Fig. 1: routed metal, one color a layer
Drawn at 6 px/um. Two of the layers only.
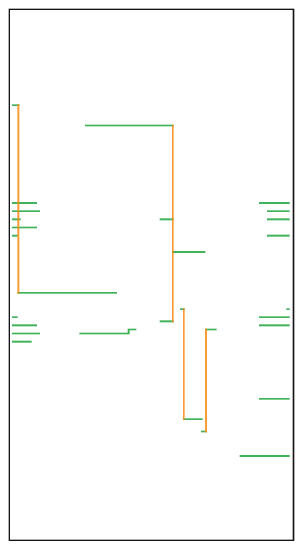
Fig. 2: selected gate families
Drawn at 8 px/um.
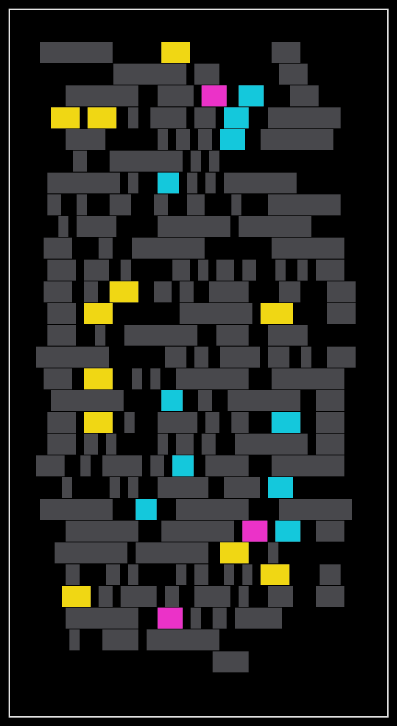
Fig. 3: congestion heat map
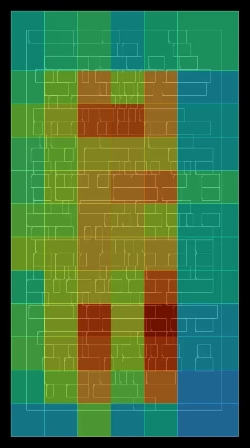
[src/rtl/watch_pkg.sv]
// Shared definitions for the sequential binary-to-BCD converter.
// Latency: n/a (constants, types and an elaboration-time helper only).
// Backpressure: n/a.
// Contents: BCD digit width, converter FSM state encoding, power-of-ten helper.
package watch_pkg;

  // Bits per BCD digit.
  localparam int BCD_W = 4;

  // Converter control states.
  typedef enum logic {
    IDLE  = 1'b0,
    SHIFT = 1'b1
  } state_t;

  // 10^n, evaluated at elaboration time to size the overflow limit.
  function automatic int pow10(input int n);
    int r;
    r = 1;
    for (int i = 0; i < n; i++) r = r * 10;
    return r;
  endfunction

endpackage

[src/rtl/bcd_add3.sv]
// Double-dabble digit correction: adds 3 to a BCD digit that is 5 or more.
// Latency: purely combinational.
// Backpressure: none.
// Ports: din  - scratch digit before the shift
//        dout - corrected digit, ready to be shifted left by one bit
module bcd_add3
  import watch_pkg::*;
(
  input  logic [BCD_W-1:0] din,
  output logic [BCD_W-1:0] dout
);

  assign dout = (din >= BCD_W'(5)) ? din + BCD_W'(3) : din;

endmodule

[src/rtl/bin2bcd_seq.sv]
// Sequential double-dabble converter: WIDTH-bit unsigned binary to DIGITS BCD digits.
// Latency: exactly WIDTH cycles from the start-sampling edge to the done edge.
// Backpressure: start is ignored while busy; results hold until the next done.
// Ports: clk, rst_n (async active-low)
//        start, bin        - request and operand, sampled together while idle
//        busy              - conversion in progress
//        done              - one-cycle pulse when bcd/lz/ovf update
//        bcd, lz, ovf      - packed BCD result, leading-zero mask, range overflow
module bin2bcd_seq
  import watch_pkg::*;
#(
  parameter int WIDTH  = 7,
  parameter int DIGITS = 2
) (
  input  logic                    clk,
  input  logic                    rst_n,
  input  logic                    start,
  input  logic [WIDTH-1:0]        bin,
  output logic                    busy,
  output logic                    done,
  output logic [BCD_W*DIGITS-1:0] bcd,
  output logic [DIGITS-1:0]       lz,
  output logic                    ovf
);

  localparam int          SW    = BCD_W * DIGITS;
  localparam int          CNT_W = $clog2(WIDTH + 1);
  // Largest value representable in DIGITS decimal digits.
  localparam logic [31:0] LIMIT = 32'(pow10(DIGITS) - 1);

  state_t             state, state_nxt;
  logic [CNT_W-1:0]   cnt;
  logic [WIDTH-1:0]   bin_sr;
  logic [SW-1:0]      scratch;
  logic               ovf_cap;

  logic [SW-1:0]      adj;
  logic [SW+WIDTH-1:0] cat_shl;
  logic [SW-1:0]      scratch_nxt;
  logic [WIDTH-1:0]   bin_nxt;
  logic [DIGITS-1:0]  lz_nxt;
  logic [31:0]        bin_ext;
  logic               ovf_in;
  logic               last;
  logic               accept;
  logic               zero_above;

  // Per-digit add-3 correction ahead of each shift.
  for (genvar g = 0; g < DIGITS; g++) begin : g_add3
    bcd_add3 u_add3 (
      .din  (scratch[g*BCD_W +: BCD_W]),
      .dout (adj[g*BCD_W +: BCD_W])
    );
  end

  // One combined left shift of scratch:binary. The carry out of the top
  // digit falls off the end, which is the intended discard on overflow.
  assign cat_shl     = {adj, bin_sr} << 1;
  assign scratch_nxt = cat_shl[SW+WIDTH-1:WIDTH];
  assign bin_nxt     = cat_shl[WIDTH-1:0];

  // Range check is done once at capture so the result path only needs a flag.
  assign bin_ext = 32'(bin);
  assign ovf_in  = bin_ext > LIMIT;

  assign busy = (state == SHIFT);

  // Leading-zero mask of the result about to be registered. Digit 0 is never
  // blanked so that a zero value still shows one digit.
  always_comb begin
    lz_nxt     = '0;
    zero_above = 1'b1;
    for (int i = DIGITS - 1; i >= 1; i--) begin
      zero_above = zero_above & (scratch_nxt[i*BCD_W +: BCD_W] == '0);
      lz_nxt[i]  = zero_above;
    end
  end

  // FSM state register.
  always_ff @(posedge clk or negedge rst_n) begin
    if (!rst_n) state <= IDLE;
    else        state <= state_nxt;
  end

  // FSM next-state and control strobes.
  always_comb begin
    state_nxt = state;
    last      = 1'b0;
    accept    = 1'b0;
    case (state)
      IDLE: begin
        if (start) begin
          accept    = 1'b1;
          state_nxt = SHIFT;
        end
      end
      SHIFT: begin
        if (cnt == CNT_W'(WIDTH - 1)) begin
          last      = 1'b1;
          state_nxt = IDLE;
        end
      end
      default: state_nxt = IDLE;
    endcase
  end

  // Datapath and result registers.
  always_ff @(posedge clk or negedge rst_n) begin
    if (!rst_n) begin
      cnt     <= '0;
      bin_sr  <= '0;
      scratch <= '0;
      ovf_cap <= 1'b0;
      done    <= 1'b0;
      bcd     <= '0;
      lz      <= '0;
      ovf     <= 1'b0;
    end else begin
      done <= 1'b0;
      if (accept) begin
        cnt     <= '0;
        bin_sr  <= bin;
        scratch <= '0;
        ovf_cap <= ovf_in;
      end else if (state == SHIFT) begin
        cnt     <= cnt + CNT_W'(1);
        bin_sr  <= bin_nxt;
        scratch <= scratch_nxt;
        if (last) begin
          done <= 1'b1;
          ovf  <= ovf_cap;
          // An out-of-range value reports a blank, zero result.
          bcd  <= ovf_cap ? '0 : scratch_nxt;
          lz   <= ovf_cap ? '0 : lz_nxt;
        end
      end
    end
  end

endmodule

[config.mk]
export PLATFORM = sky130hd
export DESIGN_NAME = bin2bcd_seq
export DESIGN_NICKNAME = d
export VERILOG_FILES = /design/src/rtl/watch_pkg.sv /design/src/rtl/bcd_add3.sv /design/src/rtl/bin2bcd_seq.sv
export SDC_FILE = /design/constraint.sdc
export NUM_CORES = 1
export LEC_CHECK = 0
export CAP_MARGIN = 40
export CELL_PAD_IN_SITES_DETAIL_PLACEMENT = 1
export CELL_PAD_IN_SITES_GLOBAL_PLACEMENT = 1
export CORE_ASPECT_RATIO = 2
export CORE_MARGIN = 3
export CORE_UTILIZATION = 44
export DETAILED_ROUTE_END_ITERATION = 8
export MAX_ROUTING_LAYER = met4
export PLACE_DENSITY = 0.84
export SETUP_SLACK_MARGIN = 0.15
export SLEW_MARGIN = 20
export SYNTH_ARGS = -nofsm -noshare
export SYNTH_HDL_FRONTEND = slang
export SYNTH_SLANG_ARGS = --single-unit
[constraint.sdc]
create_clock -name clk -period 3.7 [get_ports clk]
set_input_delay 0.37 -clock clk [delete_from_list [all_inputs] [get_ports clk]]
set_output_delay 0.37 -clock clk [all_outputs]
set_load 0.02 [all_outputs]
==> impl_metrics.py <==
# Physical implementation metrics
metrics = {
    "timing": {
        "rsz0062_at_grt": "no",
        "post-route-period-util_pct": 50.37,
        "fmax_mhz": 536.6,
        "tightest_slew_ns": 0.5982,
        "skew_ns": 0.002747,
        "setup_ws_ns": 1.836,
        "whs_ns": 0.4716,
    },
    "cts": {
        "cts_buffers": 5,
        "cts-resized-gates": 0,
        "cts_htree_levels": 2,
    },
    "power_and_ir_drop": {
        "power_density_nw_per_um2": 891.0,
        "pwr-share-comb_pct": 46.0,
        "p_clk_uw": 286,
        "pg_comb_uw": 748,
        "power_mw": 1.629,
    },
    "critical_path": {
        "reg2reg_to": "bcd[6]$_DFFE_PN0P_",
        "cp-start-kind": "flop",
        "endpoint_kind": "output pin",
        "cp-startpoint": "busy$_DFF_PN0_",
        "path_class": "reg -> out",
        "path_cells": "buf_8 > clkdlybuf4s50_1",
    },
    "flow_run": {
        "warning_count": 29,
        "drv_cap": 0,
    },
    "floorplanning": {
        "fp.dieH_um": 88.27,
        "std_cell_rows": 29,
        "fp_util_pct": 46.63,
        "tapCellCount": 31,
    },
    "final_layout": {
        "regArea_um2": 775.7,
        "syn_to_final_growth_pct": 22.77,
        "inverters_excl_clock": 9,
        "nets": 178,
        "clkbuf_count": 8,
        "dominant_cells": "sequential cells",
    },
    "run_status": {
        "status": "completed",
    },
    "yosys": {
        "ys_types": 32,
        "yosysChipArea_um2": 1489,
        "ys_sh_mux_pct": 7.479,
        "ys.flop_type": "dfrtp_1",
        "adder_share_pct": 5.042,
    },
    "route": {
        "vias": 1089,
        "dr.pass1.iters": 2,
        "wl_mm": 3.187,
        "drt-met1-wl_mm": 1.074,
    },
    "placed_design": {
        "place.gp.congestion": 0.8004,
        "portBuffers": 21,
        "hpwlAfterDp_mm": 2.406,
    },
    "grt": {
        "grt_max_degree": 32,
        "antenna_found_initial": 0,
    },
}
Notes on Fig. 1 above:
- green: metal 3 (wire length 121 um)
- orange: metal 4 (wire length 99.3 um)

Notes on Fig. 2 above:
- yellow: mux cells (cells 11; most used mux2i_1)
- magenta: xor and xnor cells (cells 3; most used xnor2_1)
- cyan: non-inverting ao/oa cells (cells 10; most used a22o_1)
most numerous logic cell after layout: dfrtp_1
Non-Filler Instances: 194
logic share of the area: 35.39%

Notes on Fig. 3 above:
Total GRT Usage: 18.59%
met3 Use GR: 4.277%
met1 Track Usage GR: 16.91%
Layout Utilization: 57.25%
grt peak-use layer: met2

Power and IR drop assume default switching activity.
